### src/rtl/key_pkg.sv
// -----------------------------------------------------------------------------
// key_pkg
// Shared constants and helpers for the eight-channel key debouncer.
//   KEY_N                 : number of debounced channels
//   KEY_TICK_DIV          : clock cycles per sample tick for silicon
//   KEY_STABLE_TICKS      : consecutive differing ticks needed to accept a level
//   KEY_TICK_DIV_SIM      : short tick period used in simulation
//   KEY_STABLE_TICKS_SIM  : short acceptance window used in simulation
// -----------------------------------------------------------------------------
package key_pkg;

  localparam int KEY_N                = 8;
  localparam int KEY_TICK_DIV         = 50000;
  localparam int KEY_STABLE_TICKS     = 4;

  localparam int KEY_TICK_DIV_SIM     = 4;
  localparam int KEY_STABLE_TICKS_SIM = 3;

  // Counter width able to hold 0..value-1, never narrower than one bit so a
  // divide-by-one prescaler still has a legal register.
  function automatic int keyWidth(input int value);
    int w;
    w = $clog2(value);
    return (w < 1) ? 1 : w;
  endfunction

endpackage

### src/rtl/key_debounce8_if.sv
// -----------------------------------------------------------------------------
// key_debounce8_if
// Bundles the raw key levels and the conditioned outputs of key_debounce8.
//   raw      : asynchronous switch/button levels into the debouncer
//   stable   : debounced level vector (drives the priority encoder x input)
//   rise     : one-cycle pulse per channel on a 0->1 change of stable
//   fall     : one-cycle pulse per channel on a 1->0 change of stable
//   any_rise : OR of rise, aligned with it
//   tick     : shared sample strobe
// Modports: master = the side supplying raw keys and consuming the results,
//           slave  = the debouncer itself.
// -----------------------------------------------------------------------------
interface key_debounce8_if
  import key_pkg::*;
#(
  parameter int N = KEY_N
);

  logic [N-1:0] raw;
  logic [N-1:0] stable;
  logic [N-1:0] rise;
  logic [N-1:0] fall;
  logic         any_rise;
  logic         tick;

  modport master (
    output raw,
    input  stable,
    input  rise,
    input  fall,
    input  any_rise,
    input  tick
  );

  modport slave (
    input  raw,
    output stable,
    output rise,
    output fall,
    output any_rise,
    output tick
  );

endinterface

### src/rtl/key_debounce_ch.sv
// -----------------------------------------------------------------------------
// key_debounce_ch
// One debounce channel: two-flop synchroniser, stability counter, accepted
// level and registered edge pulses. All decisions are made on tick cycles only.
//   clk          : block clock
//   rst_n        : asynchronous active-low reset
//   i_raw        : raw asynchronous key level
//   i_tick       : shared sample strobe from the prescaler
//   o_stable     : accepted (debounced) level
//   o_rise       : registered one-cycle pulse when o_stable goes 0->1
//   o_fall       : registered one-cycle pulse when o_stable goes 1->0
//   o_riseNext   : combinational "rise will assert next cycle", so the parent
//                  can register any_rise in step with o_rise
// -----------------------------------------------------------------------------
module key_debounce_ch
  import key_pkg::*;
#(
  parameter int STABLE_TICKS = KEY_STABLE_TICKS
) (
  input  logic clk,
  input  logic rst_n,
  input  logic i_raw,
  input  logic i_tick,
  output logic o_stable,
  output logic o_rise,
  output logic o_fall,
  output logic o_riseNext
);

  localparam int SW = keyWidth(STABLE_TICKS + 1);
  // Comparing against STABLE_TICKS-1 is the same test as scnt+1 == STABLE_TICKS
  // but cannot overflow the counter width.
  localparam logic [SW-1:0] SCNT_LAST = SW'(STABLE_TICKS - 1);

  logic          r_s1;
  logic          r_s2;
  logic [SW-1:0] r_scnt;
  logic          r_stable;
  logic          r_rise;
  logic          r_fall;

  logic          w_differ;
  logic          w_accept;
  logic          w_riseNext;
  logic          w_fallNext;

  // Acceptance happens on the tick that completes the run of differing
  // samples; the edge pulses are derived from that same decision so they
  // land in the cycle stable changes.
  always_comb begin
    w_differ   = r_s2 ^ r_stable;
    w_accept   = i_tick & w_differ & (r_scnt == SCNT_LAST);
    w_riseNext = w_accept & r_s2;
    w_fallNext = w_accept & ~r_s2;
  end

  // Synchroniser, stability counter, accepted level and pulse registers.
  // A sample matching the accepted level restarts the count, so any glitch
  // shorter than the window is discarded.
  always_ff @(posedge clk or negedge rst_n) begin
    if (!rst_n) begin
      r_s1     <= 1'b0;
      r_s2     <= 1'b0;
      r_scnt   <= '0;
      r_stable <= 1'b0;
      r_rise   <= 1'b0;
      r_fall   <= 1'b0;
    end else begin
      r_s1   <= i_raw;
      r_s2   <= r_s1;
      r_rise <= w_riseNext;
      r_fall <= w_fallNext;
      if (i_tick) begin
        if (!w_differ) begin
          r_scnt <= '0;
        end else if (w_accept) begin
          r_stable <= r_s2;
          r_scnt   <= '0;
        end else begin
          r_scnt <= r_scnt + SW'(1);
        end
      end
    end
  end

  assign o_stable   = r_stable;
  assign o_rise     = r_rise;
  assign o_fall     = r_fall;
  assign o_riseNext = w_riseNext;

endmodule

### src/rtl/key_debounce8.sv
// -----------------------------------------------------------------------------
// key_debounce8
// Debounces N raw key inputs for the priority-encoder stage. A shared
// prescaler produces the sample tick; each channel has its own synchroniser
// and stability counter.
//   clk    : block clock
//   rst_n  : asynchronous active-low reset, clears every register
//   bus    : key_debounce8_if slave port (raw in; stable, rise, fall,
//            any_rise, tick out)
// Parameters:
//   N            : channel count
//   TICK_DIV     : clock cycles per sample tick (>= 1, 1 = every cycle)
//   STABLE_TICKS : consecutive differing ticks to accept a level (>= 1)
// -----------------------------------------------------------------------------
module key_debounce8
  import key_pkg::*;
#(
  parameter int N            = KEY_N,
  parameter int TICK_DIV     = KEY_TICK_DIV,
  parameter int STABLE_TICKS = KEY_STABLE_TICKS
) (
  input  logic            clk,
  input  logic            rst_n,
  key_debounce8_if.slave  bus
);

  localparam int            PW        = keyWidth(TICK_DIV);
  localparam logic [PW-1:0] PCNT_LAST = PW'(TICK_DIV - 1);

  logic [PW-1:0] r_pcnt;
  logic          r_tick;
  logic          r_anyRise;

  logic          w_pcntLast;
  logic [N-1:0]  w_stable;
  logic [N-1:0]  w_rise;
  logic [N-1:0]  w_fall;
  logic [N-1:0]  w_riseNext;

  assign w_pcntLast = (r_pcnt == PCNT_LAST);

  // Prescaler: pcnt wraps every TICK_DIV cycles and tick is registered from
  // the terminal count, giving a jitter-free strobe whose first pulse comes
  // TICK_DIV cycles after reset release. With TICK_DIV = 1 the counter sits
  // at zero and tick stays high.
  always_ff @(posedge clk or negedge rst_n) begin
    if (!rst_n) begin
      r_pcnt <= '0;
      r_tick <= 1'b0;
    end else begin
      r_pcnt <= w_pcntLast ? '0 : r_pcnt + PW'(1);
      r_tick <= w_pcntLast;
    end
  end

  // Independent channels all sampled on the shared tick.
  for (genvar g = 0; g < N; g++) begin : gChannel
    key_debounce_ch #(
      .STABLE_TICKS (STABLE_TICKS)
    ) uChannel (
      .clk        (clk),
      .rst_n      (rst_n),
      .i_raw      (bus.raw[g]),
      .i_tick     (r_tick),
      .o_stable   (w_stable[g]),
      .o_rise     (w_rise[g]),
      .o_fall     (w_fall[g]),
      .o_riseNext (w_riseNext[g])
    );
  end

  // any_rise is reduced from the channels' next-cycle rise terms so that,
  // once registered, it lines up exactly with the rise pulses.
  always_ff @(posedge clk or negedge rst_n) begin
    if (!rst_n) begin
      r_anyRise <= 1'b0;
    end else begin
      r_anyRise <= |w_riseNext;
    end
  end

  assign bus.stable   = w_stable;
  assign bus.rise     = w_rise;
  assign bus.fall     = w_fall;
  assign bus.any_rise = r_anyRise;
  assign bus.tick     = r_tick;

endmodule

### src/flat_wrapper.sv
// flat-port wrapper written by rule: the top's interface ports become plain ports
module key_debounce8_flat import key_pkg::*;
#(
  parameter int N            = KEY_N,
  parameter int TICK_DIV     = KEY_TICK_DIV,
  parameter int STABLE_TICKS = KEY_STABLE_TICKS
)
  (clk, rst_n, bus_raw, bus_stable, bus_rise, bus_fall, bus_any_rise, bus_tick);
  key_debounce8_if #(.N(N)) bus_i ();
  input  logic clk;
  input  logic rst_n;
  input wire logic [$bits(bus_i.raw)-1:0] bus_raw;
  output wire logic [$bits(bus_i.stable)-1:0] bus_stable;
  output wire logic [$bits(bus_i.rise)-1:0] bus_rise;
  output wire logic [$bits(bus_i.fall)-1:0] bus_fall;
  output wire logic [$bits(bus_i.any_rise)-1:0] bus_any_rise;
  output wire logic [$bits(bus_i.tick)-1:0] bus_tick;
  assign bus_i.raw = bus_raw;
  assign bus_stable = bus_i.stable;
  assign bus_rise = bus_i.rise;
  assign bus_fall = bus_i.fall;
  assign bus_any_rise = bus_i.any_rise;
  assign bus_tick = bus_i.tick;
  key_debounce8 #(.N(N), .TICK_DIV(TICK_DIV), .STABLE_TICKS(STABLE_TICKS)) u_core (.clk(clk), .rst_n(rst_n), .bus(bus_i));
endmodule
### config.mk
export PLATFORM = sky130hd
export DESIGN_NAME = key_debounce8_flat
export DESIGN_NICKNAME = d
export VERILOG_FILES = /design/src/rtl/key_pkg.sv /design/src/rtl/key_debounce8_if.sv /design/src/rtl/key_debounce_ch.sv /design/src/rtl/key_debounce8.sv /design/src/flat_wrapper.sv
export SDC_FILE = /design/constraint.sdc
export NUM_CORES = 1
export LEC_CHECK = 0
export CAP_MARGIN = 20
export CORE_MARGIN = 2
export CORE_UTILIZATION = 45
export DETAILED_ROUTE_END_ITERATION = 12
export HOLD_SLACK_MARGIN = 0.05
export PLACE_DENSITY_LB_ADDON = 0.2
export SYNTH_ARGS = -nofsm -noshare
export SYNTH_HDL_FRONTEND = slang
export SYNTH_SLANG_ARGS = --single-unit
### constraint.sdc
create_clock -name clk -period 3.8 [get_ports clk]
set_input_delay 0.57 -clock clk [delete_from_list [all_inputs] [get_ports clk]]
set_output_delay 0.57 -clock clk [all_outputs]
set_load 0.01 [all_outputs]
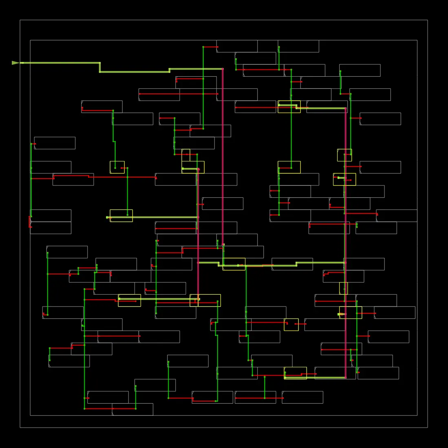
Run 1: clock wiring as the flow saved it
Clk power: 0.567 mW
Final Skew: 0.006052 ns
Clock buffer cells: 10
Seq cells: 82

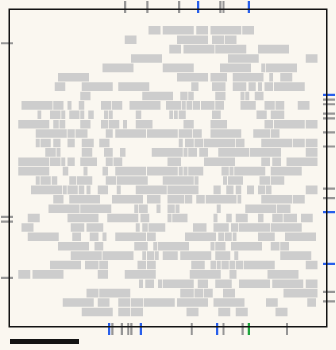
Run 1: pin map
Scale bar: 20 µm. Pins as bars across the die edge, other pins in gray.
`bus_fall` -> blue  # pins 8, direction output, edge 3 east, 3 south, 2 north
`bus_any_rise` -> green  # pins 1, direction output, edge south

==> out/qor.yml, run 1 <==
synth.distinct_cells: 34
syn_avg_cell_area_um2: 12.11
rsz0062_at_grt: "no"
p_per_area_nw_per_um2: 378.7
seq_power_share_pct: 59.4
path_depth: 2
die_w_um: 91.57
final_nets: 324
io_pins: 36
clk_share_pct: 4.541
simple_gate_share_pct: 15.55
synth_top_area_share_pct: 59.46
cap_violations: 0
p_seq_mw: 0.886
routed-wl-met2_mm: 2.431
seqCellArea_um2: 2052
sh_seq_area_pct: 52.08
maxSlewViolCount: 0
synth_cells: 285
layout_min_cycle_time_ns: 2.624
fp-utilization_pct: 47.07
gp_congestion: 0.7875
power_leader: "registers"
vias_per_cell: 4.883
grt_use_met1_pct: 18.92
crit_chain: "buf_4, clkdlybuf4s50_1"
topRoutingLayerUsed: "met4"
hold_class: "in -> async"
post_cts_buffers: 0
power_frac_clock_pct: 38.0
p_int_mw: 1.153
crit_type: "reg -> out"
fmax_ghz: 0.3811
fa_ha_area_share_pct: 3.263
ant_nets: 0
cts_buffers: 9
critPathLaunchType: "flip-flop"
clk_pin_slew_ns: 0.08
synth_area_um2: 3451
grt_overflow: 0
logic_gates: 160
crit_end: "bus_tick"
ys_ff: 82
cts_buffer_depth: 2
wl_per_cell_um: 12.86
mostFrequentLayoutCells: "82 x dfrtp_1, 34 x clkdlybuf4s50_1, 20 x nor2_1"
slew-limit-headroom_pct: 56.30
hpwl_mm: 3.498
grt_usage_pct: 14.41
edf_count: 0
drt_wl_total_mm: 5.261
startpoint: "u_core.bus.tick"
reg2reg_to: "u_core.bus.any_rise"
cp.required_ns: 3.23
met3_length_um: 218
post-place-cells: 392
sw_frac_of_total_pct: 22.73
wl_met1_mm: 2.482
grt_max_degree: 83
final-nonclk-buf-share_pct: 9.717
n_tap_cell: 99
antenna_found_initial: 0
p_comb_share_pct: 2.6
r2r.worst_path.cells: 5
rows: 31
cts-resized-gates: 0
timing.final.crit_share_pct: 69.05
vdd_ir_drop_max_uv: 171.7
top_logic_kind: "simple AND/OR/NAND/NOR gates"
worst_pin_slew_ns: 0.6520
placed_area_um2: 3734
max_stage_delay_ns: 0.74
ff_type: "dfrtp_1"
area_leaders: "dfrtp_1 59%, buf_4 5.2%, mux2_2 4.6%"
critPathCaptureType: "primary output"
n_all_inverters: 15
holdWs_ns: 0.1196
cts_tree: "built"
grt_pass1_wl_mm: 9.321
fillers: 628
synth.most_common_cell: "dfrtp_1"
finalPower_mw: 1.492
hold_violations: 0
setup_viol: 0
mux_share_pct: 4.569
synthTopCellsByCount: "82 x dfrtp_1, 24 x buf_4, 20 x nor2_1, 16 x nor3b_1, 15 x inv_1"
cts_root_buffer: "clkbuf_8"
diodes: 0
crit_buf_inv: 2
core_area_um2: 7331
yosys_area_um2: 3451
top_area_cell: "dfrtp_1"
compound_area_share_pct: 4.496
route.detailed.drc: 0
pre_cts_ws_ns: 1.486
rr_startpoint: "u_core.bus.tick"
utilization_pct: 53.75
synthesis.yosys.warnings: 0
drtIter0Drc: 44
leakagePower_nw: 1.761
final_area_um2: 3940
seq_area_frac_synth_pct: 59.46
synthToLayoutAreaGrowth_pct: 14.18
log.warning_count: 26
top_usage_layer: "met2"
clk_latency_ns: 0.36
crit_family: "buffers and inverters"
grt_use_met3_pct: 4.979
dominant_cells: "sequential cells"
io_buffers: 35
ctsHoldBuffers: 0
grt_pass1_vias: 1962
ys_cells: 285
logic_area_um2: 1146
worstPathMaxFanout: 23
regToRegSetupSlack_ns: 1.49
synth_async_sr_flop_share_pct: 100.0
power.switching_mw: 0.3391
drive_gt1_share_pct: 11.61
cts.sinks: 82
regMostFlops: "u_core.gChannel.uChannel.r_scnt"
largest_reg_flops: 24
htreeDepth: 3
n_all_buffers: 37
first_pass_iters: 6
status: "finished clean"
reg.largest.list: "u_core.gChannel.uChannel.r_scnt (24), u_core.r_pcnt (16)"
via_count: 1997
cp.arrival_ns: 2.05
die_area_um2: 8385
floorplan.nets: 304
p_comb_mw: 0.0387
dieHeight_um: 91.57
grt_use_met2_pct: 21.20
cp_slowest_cell: "dfrtp_1"
setup_slack_ns: 1.176
setup-tns-final_ns: 0
synthXorXnorAreaFrac_pct: 5.330
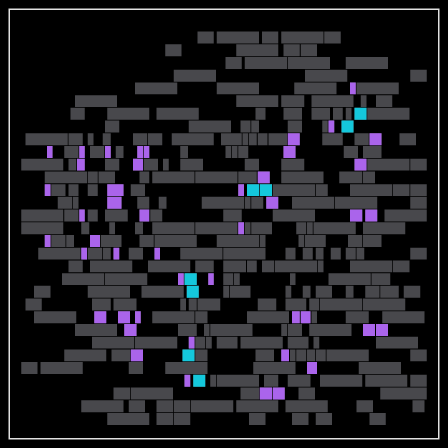
Run 1: selected gate families
AND-OR and OR-AND gates -> cyan  # cells 8
NOR gates -> purple  # cells 46
most frequent logic cell in the layout: dfrtp_1
Comb/total area: 29.09%
Finished Layout Cells: 409

Run 1, routed metal per tile:
18 x 18 tiles, from white (low) to dark blue (high), scaled to the fullest tile. Values are wire area over tile area, all layers added.
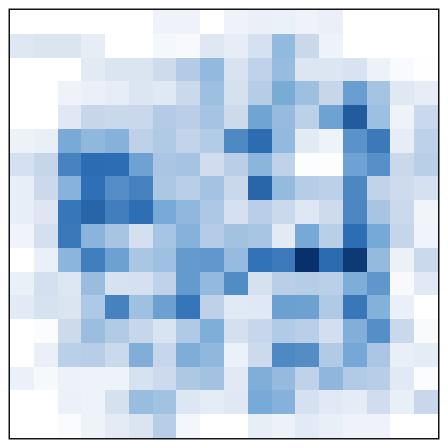

==> run 1 -> run 2 <==
- clock period: 3.8 -> 2.2 ns (I/O delays scaled with it)
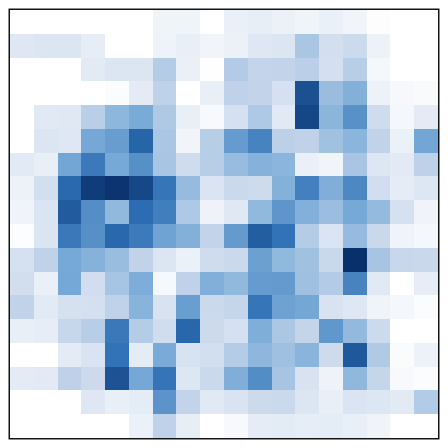
Run 2: routed metal per tile
18 x 18 tiles, from white (low) to dark blue (high), scaled to the fullest tile. Values are wire area over tile area, all layers added.
tiles over half the peak = 17%
densest ninth of the die = west
emptiest ninth of the die = north-west
mean over tiles = 0.099
nearly empty tiles = 14%
fullest tile = 0.37
wirelength, routed: 5.313 mm
wire per inst: 12.77 µm
GRT Util Overall: 14.35%
via count: 2,051

==> run 2 against run 1 <==
Against the previous run:
- sequential share of layout area down 1.1 points
- combinational power grew 74%
- critical path type unchanged
- non-clock buffer count is 7 higher
- largest cell class unchanged
- critical endpoint unchanged
- wire length grew 0.99%
- highest routed layer unchanged
- hold slack gained 0.23 ns
==> out/qor.yml, run 2 <==
status: "finished clean"
setup-tns-final_ns: 0
synthesis.yosys.warnings: 0
ctsHoldBuffers: 1
setup_slack_ns: 0.1743
crit_buf_inv: 2
post_cts_buffers: 0
topRoutingLayerUsed: "met4"
reg.largest.list: "u_core.gChannel.uChannel.r_scnt (24), u_core.r_pcnt (16)"
cts_buffer_depth: 2
setup_viol: 0
synth.distinct_cells: 34
route.detailed.drc: 0
rows: 31
ff_type: "dfrtp_1"
largest_reg_flops: 24
power.switching_mw: 0.5653
grt_use_met1_pct: 19.37
floorplan.nets: 304
nClkBuffers: 12
p_comb_mw: 0.0672
hold_class: "reg -> reg"
logic_gates: 160
slew-limit-headroom_pct: 65.06
log.warning_count: 26
placed_area_um2: 3786
drive_gt1_share_pct: 12.93
wl_met1_mm: 2.567
compound_area_share_pct: 4.496
holdWs_ns: 0.3500
sh_seq_area_pct: 50.98
fin_skew_ns: 0.004840
grt_use_met2_pct: 21.88
synth.most_common_cell: "dfrtp_1"
pre_cts_ws_ns: 0.2046
final_area_um2: 4025
clk_pin_slew_ns: 0.08
met3_length_um: 153
core_area_um2: 7331
hold_violations: 0
fp-utilization_pct: 47.07
power_leader: "registers"
seqCellArea_um2: 2052
crit_end: "bus_tick"
synth_top_area_share_pct: 59.46
critPathLaunchType: "flip-flop"
fillers: 616
top_logic_kind: "simple AND/OR/NAND/NOR gates"
p_clk_mw: 1.22
fmax_ghz: 0.4937
htreeDepth: 3
seq_power_share_pct: 54.4
cts_tree: "built"
grt_pass1_wl_mm: 9.446
logic_area_um2: 1146
dieHeight_um: 91.57
cp.arrival_ns: 1.70
finalPower_mw: 2.816
die_area_um2: 8385
vias_per_cell: 4.930
syn_avg_cell_area_um2: 12.11
startpoint: "u_core.bus.tick"
n_tap_cell: 99
reg2reg_to: "u_core.bus.any_rise"
maxSlewViolCount: 0
seq_area_frac_synth_pct: 59.46
timing.final.crit_share_pct: 92.08
hpwl_mm: 3.759
synthTopCellsByCount: "82 x dfrtp_1, 24 x buf_4, 20 x nor2_1, 16 x nor3b_1, 15 x inv_1"
sh_comb_area_pct: 28.47
ys_cells: 285
cts_buffers: 9
mux_share_pct: 4.569
critPathCaptureType: "primary output"
max_stage_delay_ns: 0.60
yosys_area_um2: 3451
layout_min_cycle_time_ns: 2.026
gp_congestion: 0.8118
first_pass_iters: 4
power_frac_clock_pct: 43.3
n_all_inverters: 15
ant_nets: 0
cts_root_buffer: "clkbuf_8"
p_per_area_nw_per_um2: 699.7
dominant_cells: "sequential cells"
top_area_cell: "dfrtp_1"
r2r.worst_path.cells: 5
leakagePower_nw: 1.809
antenna_found_initial: 0
rsz0062_at_grt: "no"
top_usage_layer: "met2"
crit_type: "reg -> out"
grt_pass1_vias: 2064
path_depth: 2
clk_latency_ns: 0.35
fa_ha_area_share_pct: 3.263
n_all_buffers: 44
regToRegSetupSlack_ns: 0.22
crit_chain: "buf_4, clkdlybuf4s50_1"
p_seq_mw: 1.53
io_buffers: 35
cp.required_ns: 1.87
cts.sinks: 82
ys_ff: 82
synth_area_um2: 3451
grt_overflow: 0
cts-resized-gates: 0
drtIter0Drc: 53
Power figures rest on the tool's default switching activity, not on a simulated workload.
